**Gate families picked out**

Bar = 20 um.
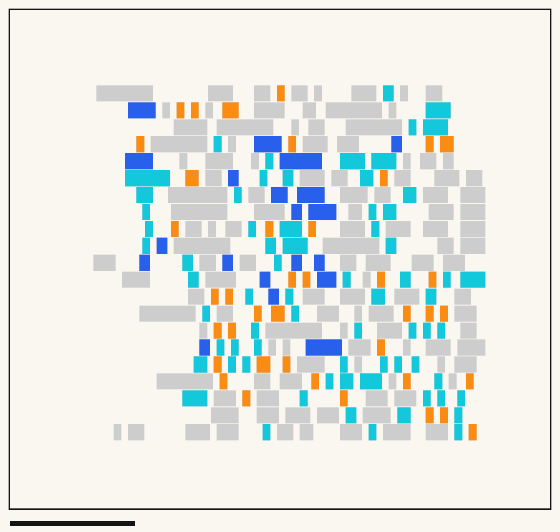
**Ports around the boundary**

Pins as bars across the die edge, other pins in grey.
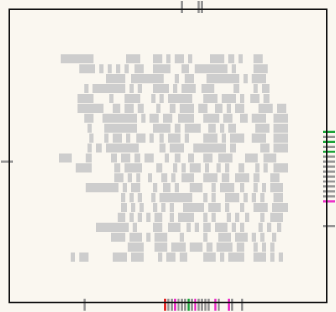
<file path="src/rtl/pipe_hazard_ctrl_pkg.sv">
// Shared definitions for the pipeline hazard control slice: stage indices,
// FSM state encoding and default register-index width.
package pipe_hazard_ctrl_pkg;

  localparam int unsigned REG_ADDR_WIDTH_DEF = 5;

  // Bit positions of the pipeline registers in the stall/flush vectors
  localparam int unsigned IF_ID  = 0;
  localparam int unsigned ID_EX  = 1;
  localparam int unsigned EX_MEM = 2;
  localparam int unsigned MEM_WB = 3;

  typedef enum logic [1:0] {
    ST_RUN      = 2'd0,
    ST_DIV_BUSY = 2'd1,
    ST_MEM_WAIT = 2'd2
  } hz_state_t;

  // One-hot mask for a single pipeline register
  function automatic logic [3:0] stage_bit(input int unsigned idx);
    return 4'(1) << idx;
  endfunction

endpackage

</file>
<file path="src/rtl/div_occupancy_cnt.sv">
// Divide occupancy countdown: loads DIV_CYCLES-1, decrements on request,
// saturates at zero, and flags the final busy cycle (count <= 1).
module div_occupancy_cnt #(
  parameter int unsigned CNT_WIDTH  = 6,
  parameter int unsigned DIV_CYCLES = 32
) (
  input  logic clk,
  input  logic rst_n,
  input  logic clear,
  input  logic load,
  input  logic dec,
  output logic done
);

  logic [CNT_WIDTH-1:0] cnt;

  // Countdown register: clear beats load beats decrement; never wraps below zero
  always_ff @(posedge clk or negedge rst_n) begin
    if (!rst_n) begin
      cnt <= '0;
    end else if (clear) begin
      cnt <= '0;
    end else if (load) begin
      cnt <= CNT_WIDTH'(DIV_CYCLES - 1);
    end else if (dec && (cnt != '0)) begin
      cnt <= cnt - CNT_WIDTH'(1);
    end
  end

  // Last busy cycle once the count has reached one (or already drained)
  always_comb begin
    done = (cnt <= CNT_WIDTH'(1));
  end

endmodule

</file>
<file path="src/rtl/pipe_hazard_ctrl.sv">
// Central pipeline control: resolves memory-exception, memory-wait, divide
// occupancy, branch redirect and load-use hazards into one per-cycle
// stall/flush pattern for IF/ID, ID/EX, EX/MEM, MEM/WB plus PC hold.
module pipe_hazard_ctrl
  import pipe_hazard_ctrl_pkg::*;
#(
  parameter int unsigned REG_ADDR_WIDTH = REG_ADDR_WIDTH_DEF,
  parameter int unsigned DIV_CYCLES     = 32,
  parameter int unsigned CNT_WIDTH      = 6
) (
  input  logic                      clk,
  input  logic                      rst_n,
  input  logic [REG_ADDR_WIDTH-1:0] id_rs1_addr,
  input  logic [REG_ADDR_WIDTH-1:0] id_rs2_addr,
  input  logic                      id_rs1_used,
  input  logic                      id_rs2_used,
  input  logic                      ex_valid,
  input  logic                      ex_is_load,
  input  logic [REG_ADDR_WIDTH-1:0] ex_rd_addr,
  input  logic                      ex_div_start,
  input  logic                      ex_redirect,
  input  logic                      mem_req,
  input  logic                      mem_ready,
  input  logic                      mem_exc,
  output logic                      pc_stall,
  output logic [3:0]                stall,
  output logic [3:0]                flush,
  output logic [3:0]                issue_sel,
  output logic                      div_busy
);

  localparam logic [3:0] MEM_STALL = stage_bit(IF_ID) | stage_bit(ID_EX) | stage_bit(EX_MEM);
  localparam logic [3:0] MEM_FLUSH = stage_bit(MEM_WB);
  localparam logic [3:0] DIV_STALL = stage_bit(IF_ID) | stage_bit(ID_EX);
  localparam logic [3:0] DIV_FLUSH = stage_bit(EX_MEM);
  localparam logic [3:0] RDR_FLUSH = stage_bit(IF_ID) | stage_bit(ID_EX);
  localparam logic [3:0] LU_STALL  = stage_bit(IF_ID);
  localparam logic [3:0] LU_FLUSH  = stage_bit(ID_EX);
  localparam logic [3:0] ALL_FLUSH = '1;

  hz_state_t state, state_nxt;
  logic      div_pend, div_pend_nxt;
  logic      cnt_clear, cnt_load, cnt_dec, cnt_done;
  logic      mem_wait_req;
  logic      mem_wait_act, div_act, load_use;

  assign mem_wait_req = mem_req && !mem_ready;

  div_occupancy_cnt #(
    .CNT_WIDTH  (CNT_WIDTH),
    .DIV_CYCLES (DIV_CYCLES)
  ) u_div_cnt (
    .clk   (clk),
    .rst_n (rst_n),
    .clear (cnt_clear),
    .load  (cnt_load),
    .dec   (cnt_dec),
    .done  (cnt_done)
  );

  // State register and pending-divide flag
  always_ff @(posedge clk or negedge rst_n) begin
    if (!rst_n) begin
      state    <= ST_RUN;
      div_pend <= 1'b0;
    end else begin
      state    <= state_nxt;
      div_pend <= div_pend_nxt;
    end
  end

  // Next-state and counter control; a memory exception overrides everything
  always_comb begin
    state_nxt    = state;
    div_pend_nxt = div_pend;
    cnt_clear    = 1'b0;
    cnt_load     = 1'b0;
    cnt_dec      = 1'b0;
    case (state)
      ST_RUN: begin
        if (mem_wait_req) begin
          state_nxt = ST_MEM_WAIT;
          if (ex_div_start) begin
            div_pend_nxt = 1'b1;
            cnt_load     = 1'b1;
          end
        end else if (ex_div_start) begin
          state_nxt = ST_DIV_BUSY;
          cnt_load  = 1'b1;
        end
      end
      ST_DIV_BUSY: begin
        cnt_dec = 1'b1;
        if (mem_wait_req) begin
          state_nxt    = ST_MEM_WAIT;
          div_pend_nxt = 1'b1;
        end else if (cnt_done) begin
          state_nxt = ST_RUN;
        end
      end
      ST_MEM_WAIT: begin
        cnt_dec = div_pend;
        if (mem_ready) begin
          state_nxt    = (div_pend && !cnt_done) ? ST_DIV_BUSY : ST_RUN;
          div_pend_nxt = 1'b0;
        end
      end
      default: begin
        state_nxt    = ST_RUN;
        div_pend_nxt = 1'b0;
      end
    endcase
    if (mem_exc) begin
      state_nxt    = ST_RUN;
      div_pend_nxt = 1'b0;
      cnt_clear    = 1'b1;
      cnt_load     = 1'b0;
      cnt_dec      = 1'b0;
    end
  end

  // Priority-resolved control outputs, forced low while in reset.
  // The wait pattern drops in the cycle mem_ready arrives, even in MEM_WAIT;
  // a divide held pending behind a wait still counts as divide occupancy.
  always_comb begin
    pc_stall  = 1'b0;
    stall     = '0;
    flush     = '0;
    div_busy  = 1'b0;
    mem_wait_act = ((state == ST_MEM_WAIT) || mem_req) && !mem_ready;
    div_act      = (state == ST_DIV_BUSY) || div_pend || (ex_div_start && (state == ST_RUN));
    load_use     = ex_valid && ex_is_load && (ex_rd_addr != '0) &&
                   ((id_rs1_used && (id_rs1_addr == ex_rd_addr)) ||
                    (id_rs2_used && (id_rs2_addr == ex_rd_addr)));
    if (rst_n) begin
      div_busy = div_act;
      if (mem_exc) begin
        flush = ALL_FLUSH;
      end else if (mem_wait_act) begin
        pc_stall = 1'b1;
        stall    = MEM_STALL;
        flush    = MEM_FLUSH;
      end else if (div_act) begin
        pc_stall = 1'b1;
        stall    = DIV_STALL;
        flush    = DIV_FLUSH;
      end else if (ex_redirect) begin
        flush = RDR_FLUSH;
      end else if (load_use) begin
        pc_stall = 1'b1;
        stall    = LU_STALL;
        flush    = LU_FLUSH;
      end
    end
    issue_sel = flush;
  end

endmodule

</file>
<file path="config.mk">
export PLATFORM = sky130hd
export DESIGN_NAME = pipe_hazard_ctrl
export DESIGN_NICKNAME = d
export VERILOG_FILES = /design/src/rtl/pipe_hazard_ctrl_pkg.sv /design/src/rtl/div_occupancy_cnt.sv /design/src/rtl/pipe_hazard_ctrl.sv
export SDC_FILE = /design/constraint.sdc
export NUM_CORES = 1
export LEC_CHECK = 0
export ABC_AREA = 1
export CELL_PAD_IN_SITES_DETAIL_PLACEMENT = 1
export CELL_PAD_IN_SITES_GLOBAL_PLACEMENT = 1
export CORE_ASPECT_RATIO = 0.9
export CORE_MARGIN = 10
export CORE_UTILIZATION = 26
export DETAILED_ROUTE_END_ITERATION = 8
export GPL_TIMING_DRIVEN = 0
export PLACE_DENSITY = 0.87
export SLEW_MARGIN = 20
export SYNTH_ARGS = -nofsm -noshare
export SYNTH_HDL_FRONTEND = slang
export SYNTH_SLANG_ARGS = --single-unit
</file>
<file path="constraint.sdc">
create_clock -name clk -period 1.7 [get_ports clk]
set_clock_uncertainty 0.2 [all_clocks]
set_input_delay 0.17 -clock clk [delete_from_list [all_inputs] [get_ports clk]]
set_output_delay 0.17 -clock clk [all_outputs]
set_load 0.02 [all_outputs]
</file>
==> notes.md <==
Status of the implementation.

- The run finished, with violations left.
- The final reports fail on setup timing.
- The OpenROAD report gives the critical path a required time of 1.33 ns.
- The top power consumer group is combinational cells, for reference.
- In this run, the synthesized area fraction spent on AND-OR/OR-AND gates is recorded as 12.1%.
- The number of antenna violations at the first check in global routing is 0, for reference.
- Power spread over the standard cell area amounts to 1060 nW/um^2.
- The share of synthesized registers carrying an async set or reset is 100%, for reference.
- In this run the number of H-tree levels came out at 1.
- Leaving out filler cells and counting taps, the final layout contains 290.
- The global routing report lists met2 layer usage as 24.4%.
- Wire segments on met2 add up to 2880 um in the final route.
- The cell family contributing the most delay on the critical path is buffers and inverters.
- The cell area after placement is 1520 um^2, for reference.
- Listed in order, past its start point the critical path passes inv_2 > ha_4 > inv_4 > nand3_2 > inv_2 > nand2_4 > buf_4 > nand2_4 > nand2_2 > buf_4 > buf_4.
- The number of input and output port buffers inserted is 38, for reference.
- The count of instances resized after the clock tree is built is 88, for reference.
- The number of logic gates is 125, for reference.
- The hold violation total from the final report is 0, for reference.
- The largest total area in the synthesized netlist belongs to dfrtp_1.
- The highest ir drop seen on vdd is 0.000407 V, for reference.
- The routed wire length is 5300 um, for reference.
- The placement summary gives the final routability congestion estimate as 0.799.
- The share of power burned in combinational logic is 69.4%, for reference.
- The share of final layout cell area taken by non-clock buffers is 33.2%, for reference.
- The slew of the pin with the lowest slew margin is 0.508 ns, for reference.
- Ranked by flip-flop count, first place goes to u_div_cnt.cnt.
- The average instance in the mapped netlist occupies 5.82 um^2.
- Per Yosys stat, the portion of area used by sequential elements is 21.6%.
- The startpoint of the lowest-slack register-to-register path is state[1], for reference.
- The floorplan row count is 21, for reference.
- The busiest layer in global routing is met2, for reference.
- The vertical extent of the die is 80.0 um, for reference.
- The number of vias after detailed routing is 1415, for reference.
- The number of nets in the layout is 277, for reference.
- The synthesized design devotes to its leading area cell type 21.6% of total area.
- The sort of element at the end of the critical path is an output port, for reference.
- The final layout reports a setup TNS of -6.46 ns.
- The number of signal-net buffers in the layout is 67, for reference.
- The most frequently used flop master after synthesis is dfrtp_1, for reference.
- Counting cells, the worst reg-to-reg path comes to 10.
- The power in sequential cells is 0.000361 W, for reference.
- The internal power component is 0.00109 W, for reference.
- At the worst endpoint, the arrival time is 1.81 ns.
- Cells fill 51.4% of the core in the end.
- After detailed placement, the design holds a cell count of 263.
- Fill cells in the final layout number 483.
- Summing internal, switching and leakage power gives 0.00206 W.
- Per the OpenROAD power report, leakage power amounts to 1.04 nW.
- After layout, the minimum clock period comes to 2.18 ns.
- The slowest cell on the critical path is dfrtp_1, for reference.
- Per the slew report, the remaining headroom to the max-slew limit stands at 66.0%.
- The CTS tree is done, for reference.
- For this block, the initial DRC count from the detailed router was 84.
- Warnings raised by the tools during the run amount to 33.
- The post-synth count of flops with an enable pin is 0.
- The total of hold buffers inserted after clock tree synthesis is 1, for reference.
- By count the netlist is led by nand2_1 (50), inv_1 (29), nor2_1 (25).
- Setup repair after global routing could not meet its margin everywhere.
- For this run, the script counts the antenna cells in the layout as 0.
- The largest cell class by area is logic gates.
- The script logs the ratio of routed vias to standard cells as 4.88.
- In this run, the clock network consumes 13.1% of the power.
- The count of cell instances traversed by the critical path is 11, for reference.
- After layout, the clock buffer instance count stands at 4.
- The flow reports power dissipated in combinational cells as 0.00143 W.
- The final layout report lists a non-clock inverter count of 39.
- The min-delay analysis places its worst path in the category in2async.
- The area used by sequential logic in the layout is 226 um^2, for reference.
- The number of maximum-capacitance violations is 0, for reference.
- Based on the critical path, the design can be clocked at up to 460 MHz.
- The fraction of met3 tracks used by global routing is 1.73%, for reference.
- According to the floorplan report, the die width is 86.7 um.
- Of the total synthesized cell area, the portion taken by full adders, half adders and majority gates is 7.21%.
- For the clock group, total power comes out at 0.000269 W.
- Tap insertion was completed with 46 tapcells.
- As reported, the later end of the worst-skew pair has a clock insertion delay of 0.24 ns.
- When the netlist entered floorplanning its net count stood at 211.
- The worst slack at placement is -1.13 ns, for reference.
- The synthesized netlist devotes 0% of its cell area to XOR and XNOR gates.
- Registers represent a cell area share of 11.6%.
- After layout, the worst setup slack is -0.475 ns.
- The number of design rule violations left after detail routing is 0, for reference.
- Per the synth log, the flip-flop and latch total comes to 9.
- The global-route usage over all layers is 12.6%, for reference.
- The yosys warning tally is 0, for reference.
- The script computed the net switching share of total power as 47.2%.
- Looking at the critical path, the highest net fanout was 3.
- The setup slack on the worst flop-to-flop path is -0.28 ns, for reference.
- The clock drives 9 sinks.
- The pin count of the biggest net entering global routing is 10, for reference.
- Across all hold checks on the routed design, the worst slack comes to 0.366 ns.
- In the layout the commonest cells are nand2_1 (42), inv_1 (26), buf_4 (23).
- The detailed-routing wirelength on met1 is 2060 um, for reference.
- The area fraction of clock buffers and clock inverters is 2.32%, for reference.
- The area added between synthesis and finish is 86.9%, for reference.
- The number of placed I/O pins is 40, for reference.
- The number of slew-limit violations in the final report is 0, for reference.
- The fraction of met1 tracks used by global routing is 13.4%, for reference.
- The number of flip-flops in the largest register is 6, for reference.
- By instance count, the cell type seen most on the critical path is buf_4.
- After global routing the overflow that remains totals 0.
- For this run, the final setup violation count is recorded as 22.
- The share of layout cells above drive strength 1 is 38.5%, for reference.
- In the final layout, the registers with the most flip-flops are u_div_cnt.cnt: 6 flops, state: 2 flops, div_pend: 1 flops.
- The floorplan step defined a die boundary enclosing 6940 um^2.
- Counting both buffers and inverters, the worst setup path holds a total of 6.
- The largest stage delay on the critical path is 0.42 ns, for reference.
- For reference, simple AND, OR, NAND and NOR cells occupy 40.0% of the area reported after synthesis.
- The most frequent cell after synthesis is nand2_1, for reference.
- The type of the setup path with the least slack is reg2out, for reference.
- The script logs the mean routed wire length per placed instance as 18.3 um.
- The multiplexer share of the synthesized area is 0%, for reference.
- In the Yosys report the total cell count is 179.
- In the detailed route, the total length drawn on met3 is 161 um.
- The layout stage reports a final design area of 1950 um^2.
- The CTS buffer count is 3, for reference.
- The number of routed nets with antenna violations is 0, for reference.
- The first TritonRoute pass finished after 4 iterations.
- The most numerous logic cell after layout is nand2_1, for reference.
- The fraction of the cycle the final worst path needs is 128%, for reference.
- The synthesis report lists the most area-consuming cells as dfrtp_1 (22%), nand2_1 (18%), inv_1 (10%).
- STA lists the endpoint of the worst register-to-register path as u_div_cnt.cnt[0].
- The clock edge transition at the registers on the reported setup and hold paths is 0.05 ns, for reference.
- The part of the total power dissipated in sequential elements is 17.6%, for reference.
- The main kind of combinational logic by area is simple AND/OR/NAND/NOR gates, for reference.
- The largest buffer count on any clock path is 2, for reference.
- Summing all multi-input logic gate instances after layout gives 811 um^2.
- The netlist area before placement is 1040 um^2, for reference.
- The flip-flop and latch count is 9, for reference.
- The power spent charging and discharging nets is 0.000970 W, for reference.
- The floorplan core density is 27.5%, for reference.
## Picture notes: 'gate families picked out'
inv cells: in orange, cells 39. aoi and oai cells: in blue, cells 20, where centre. nand cells: in cyan, cells 69.

## Picture notes: 'ports around the boundary'
`mem_req`: in red, pins 1, direction input, edge south. `ex_rd_addr`: in magenta, pins 5, direction input, edge 4 south, 1 east. `issue_sel`: in green, pins 4, direction output, edge 3 east, 1 south.
All pins by edge: 20 south, 16 east, 3 north, 1 west.

Power is estimated from default activity; no workload was simulated.
